### src/rtl/imm_ext_pipe.sv
// imm_ext_pipe: widens a DI_W-bit immediate to DO_W bits (zero / sign / upper-load / branch-offset).
// Latency: 1 cycle from input transfer to out_valid; sustains 1 word per cycle while out_ready=1.
// Backpressure: IMM_EXT_SKID_EN -> main + skid register, registered in_ready, absorbs 2 words;
//               default build -> single register, in_ready = !out_valid || out_ready.
//
// Build macro: IMM_EXT_SKID_EN (undefined by default).
// Ports:
//   clk, rst                  clock; asynchronous active-high reset
//   in_valid/in_ready         input handshake
//   in_data[DI_W], in_mode[2] raw immediate and mode (00 zero, 01 sign, 10 upper, 11 branch)
//   out_valid/out_ready       output handshake
//   out_data[DO_W], out_mode  extended result and the mode that produced it
module imm_ext_pipe #(
  parameter int DI_W = 16,
  parameter int DO_W = 32
) (
  input  logic            clk,
  input  logic            rst,
  input  logic            in_valid,
  output logic            in_ready,
  input  logic [DI_W-1:0] in_data,
  input  logic [1:0]      in_mode,
  output logic            out_valid,
  input  logic            out_ready,
  output logic [DO_W-1:0] out_data,
  output logic [1:0]      out_mode
);

  localparam int PAD_W = DO_W - DI_W;

  logic [DO_W-1:0] sx_dat;
  logic [DO_W-1:0] ext_dat;
  logic            in_xfer;
  logic            out_xfer;
  logic [DO_W-1:0] main_dat;
  logic [1:0]      main_mode;

  // Extension is done before the register, so stored words are already final.
  always_comb begin
    sx_dat = {{PAD_W{in_data[DI_W-1]}}, in_data};
    case (in_mode)
      2'b00:   ext_dat = {{PAD_W{1'b0}}, in_data};
      2'b01:   ext_dat = sx_dat;
      2'b10:   ext_dat = {in_data, {PAD_W{1'b0}}};
      // DO_W >= DI_W+2, so dropping the top two sign copies loses nothing.
      default: ext_dat = {sx_dat[DO_W-3:0], 2'b00};
    endcase
  end

  assign in_xfer  = in_valid && in_ready;
  assign out_xfer = out_valid && out_ready;
  assign out_data = main_dat;
  assign out_mode = main_mode;

`ifdef IMM_EXT_SKID_EN
  typedef enum logic [1:0] {
    EMPTY = 2'd0,
    ONE   = 2'd1,
    TWO   = 2'd2
  } state_t;

  state_t          state_q;
  state_t          state_d;
  logic            ld_main;
  logic            ld_skid;
  logic            main_from_skid;
  logic            in_ready_q;
  logic [DO_W-1:0] skid_dat;
  logic [1:0]      skid_mode;

  always_comb begin
    state_d        = state_q;
    ld_main        = 1'b0;
    ld_skid        = 1'b0;
    main_from_skid = 1'b0;
    case (state_q)
      EMPTY: begin
        if (in_xfer) begin
          state_d = ONE;
          ld_main = 1'b1;
        end
      end
      ONE: begin
        if (in_xfer && !out_xfer) begin
          state_d = TWO;
          ld_skid = 1'b1;
        end else if (in_xfer && out_xfer) begin
          ld_main = 1'b1;
        end else if (out_xfer) begin
          state_d = EMPTY;
        end
      end
      TWO: begin
        // in_ready is low here, so no input can arrive alongside the drain.
        if (out_xfer) begin
          state_d        = ONE;
          ld_main        = 1'b1;
          main_from_skid = 1'b1;
        end
      end
      default: state_d = EMPTY;
    endcase
  end

  always_ff @(posedge clk or posedge rst) begin
    if (rst) begin
      state_q    <= EMPTY;
      in_ready_q <= 1'b1;
      main_dat   <= '0;
      main_mode  <= 2'b00;
      skid_dat   <= '0;
      skid_mode  <= 2'b00;
    end else begin
      state_q    <= state_d;
      // Registered ready: computed from the next state, never from out_ready directly.
      in_ready_q <= (state_d != TWO);
      if (ld_main) begin
        main_dat  <= main_from_skid ? skid_dat  : ext_dat;
        main_mode <= main_from_skid ? skid_mode : in_mode;
      end
      if (ld_skid) begin
        skid_dat  <= ext_dat;
        skid_mode <= in_mode;
      end
    end
  end

  assign in_ready  = in_ready_q;
  assign out_valid = (state_q != EMPTY);
`else
  logic vld_q;

  always_ff @(posedge clk or posedge rst) begin
    if (rst) begin
      vld_q     <= 1'b0;
      main_dat  <= '0;
      main_mode <= 2'b00;
    end else begin
      if (in_xfer) begin
        vld_q     <= 1'b1;
        main_dat  <= ext_dat;
        main_mode <= in_mode;
      end else if (out_xfer) begin
        vld_q <= 1'b0;
      end
    end
  end

  // Single stage: a new word may enter in the same cycle the held one leaves.
  assign in_ready  = !vld_q || out_ready;
  assign out_valid = vld_q;
`endif

endmodule

### config.mk
export PLATFORM = sky130hd
export DESIGN_NAME = imm_ext_pipe
export DESIGN_NICKNAME = d
export VERILOG_FILES = /design/src/rtl/imm_ext_pipe.sv
export SDC_FILE = /design/constraint.sdc
export NUM_CORES = 1
export LEC_CHECK = 0
export ABC_AREA = 0
export CORE_MARGIN = 2
export CORE_UTILIZATION = 46
export DETAILED_ROUTE_END_ITERATION = 6
export PLACE_DENSITY = 0.83
export SYNTH_ARGS = -nofsm -noshare
export SYNTH_HDL_FRONTEND = slang
export SYNTH_SLANG_ARGS = --single-unit
### constraint.sdc
create_clock -name clk -period 1.3 [get_ports clk]
set_input_delay 0.26 -clock clk [delete_from_list [all_inputs] [get_ports clk]]
set_output_delay 0.26 -clock clk [all_outputs]
set_load 0.005 [all_outputs]
Signal wires by layer:
Drawn at 8 px/um. Two of the layers only.
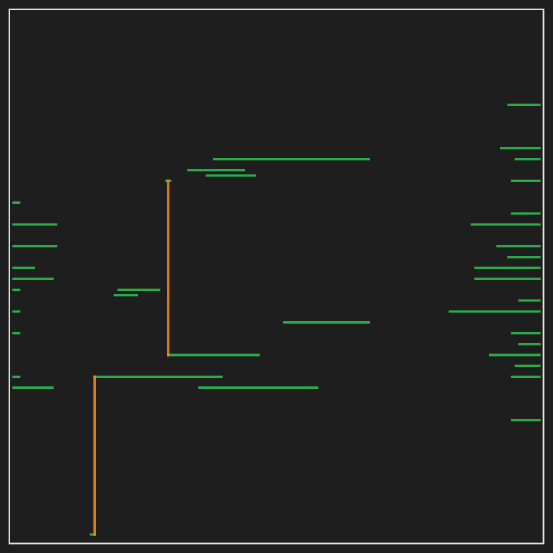
[green] M3 | wire length: 207 um
[orange] M4 | wire length: 41.5 um
WL per Instance: 15.5 um
Vias: 1523
Total Routed Length: 4490 um

Port wiring:
Drawn at 6 px/um.
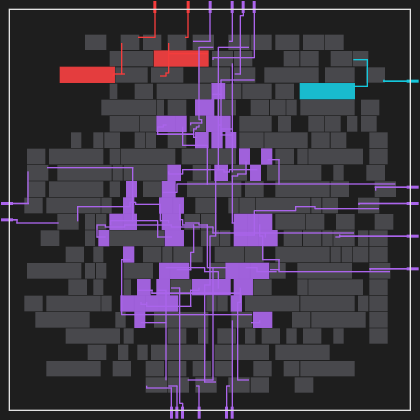
[red] out_mode | direction: output | edge: north | end cells: 2 | buffers: 2 | wire: 32.3 um
[cyan] out_valid | direction: output | edge: east | end cells: 1 | buffers: 1 | wire: 13.0 um
[purple] in_data | direction: input | edge: 6 south, 4 north, 4 east, 2 west | end cells: 47 | buffers: 21 | wire: 708 um
number of port buffers: 57
I/O pin cnt: 58

Signal wires on met2:
Drawn at 6 px/um.
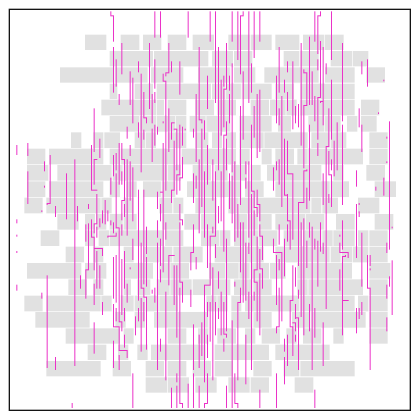
nets with wire on the layer: 226
share of all routed wire: 48%
met2 Resource Use GR: 34.8%

Clock wiring as the flow saved it:
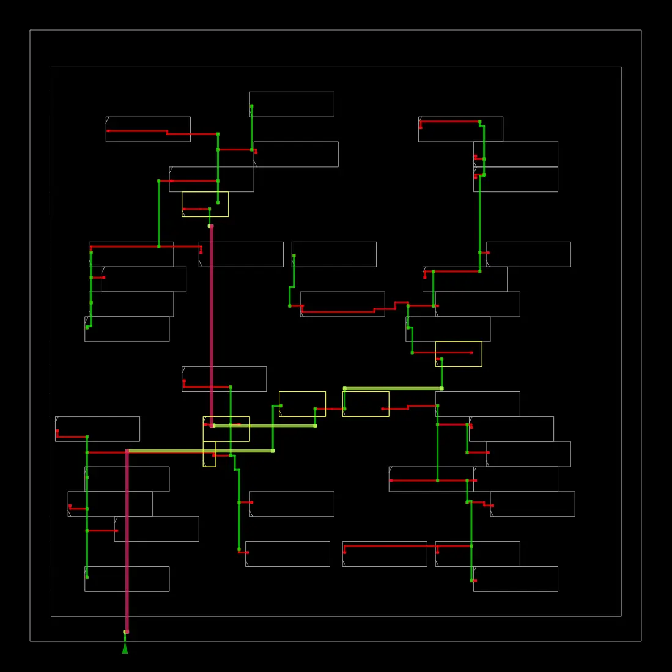
flop count: 35
# clk buffers: 6

[path summary, 6_finish.rpt]
check | from | endpoint | slack [ns] | cells after the start
max | out_valid | out_mode[1] | 0.04 | 4
min | rst | out_data[1] | 0.34 | 3
max reg2reg | out_valid | out_mode[1] | 0.04 | 4
min reg2reg | out_data[0] | out_data[0] | 0.51 | 1
max in group asynchronous | rst | out_data[26] | 0.78 | 3
min in group clk | out_data[0] | out_data[0] | 0.51 | 1
[layer usage]
metal  vias up  wire (um)  GRT usage [%]  part of all wire [%]
met5         -          0              0                     0
met2        48       2170           34.8                    48
met4         0         41           5.36                  0.91
met1       724       2070           30.0                    46
li1        747          -              -                     -
met3         4        206           3.21                   4.6
[tightest hold or removal path, stage by stage]
cell and delay (ns):
clkdlybuf4s50_1 0.40, inv_1 0.10, buf_12 0.22
==> metrics.yaml <==
fin_area_um2: 2580
power.leakage_nw: 1.11
power.total_mw: 2.86
largest_reg_flops: 32
inverters: 2
comb_area_share_pct: 31.3
numSynthFlops: 35
htree_levels: 2
max-slew-margin-rel_pct: 82.5
fin_hold_ws_ns: 0.340
cts_tree: "built"
synth-edff-count: 0
seq_power_mw: 1.33
grt_pass1_vias: 1470
slowest_stage: "dfrtp_1"
cp_data_arrival_time_ns: 1.42
maxSlewViolCount: 0
end_kind: "register"
seqPwrFrac_pct: 46.4
fillers: 310
nMultiInputCombCells: 117
p_switching_uw: 798
tightest_slew_ns: 0.262
simple_gate_area_share_pct: 8.47
path_delay_family: "flip-flops"
rsz0062_at_grt: "no"
placed_cells: 275
overflow: 0
max_freq_mhz: 792
chip_area_um2: 4430
status: "complete, no violations"
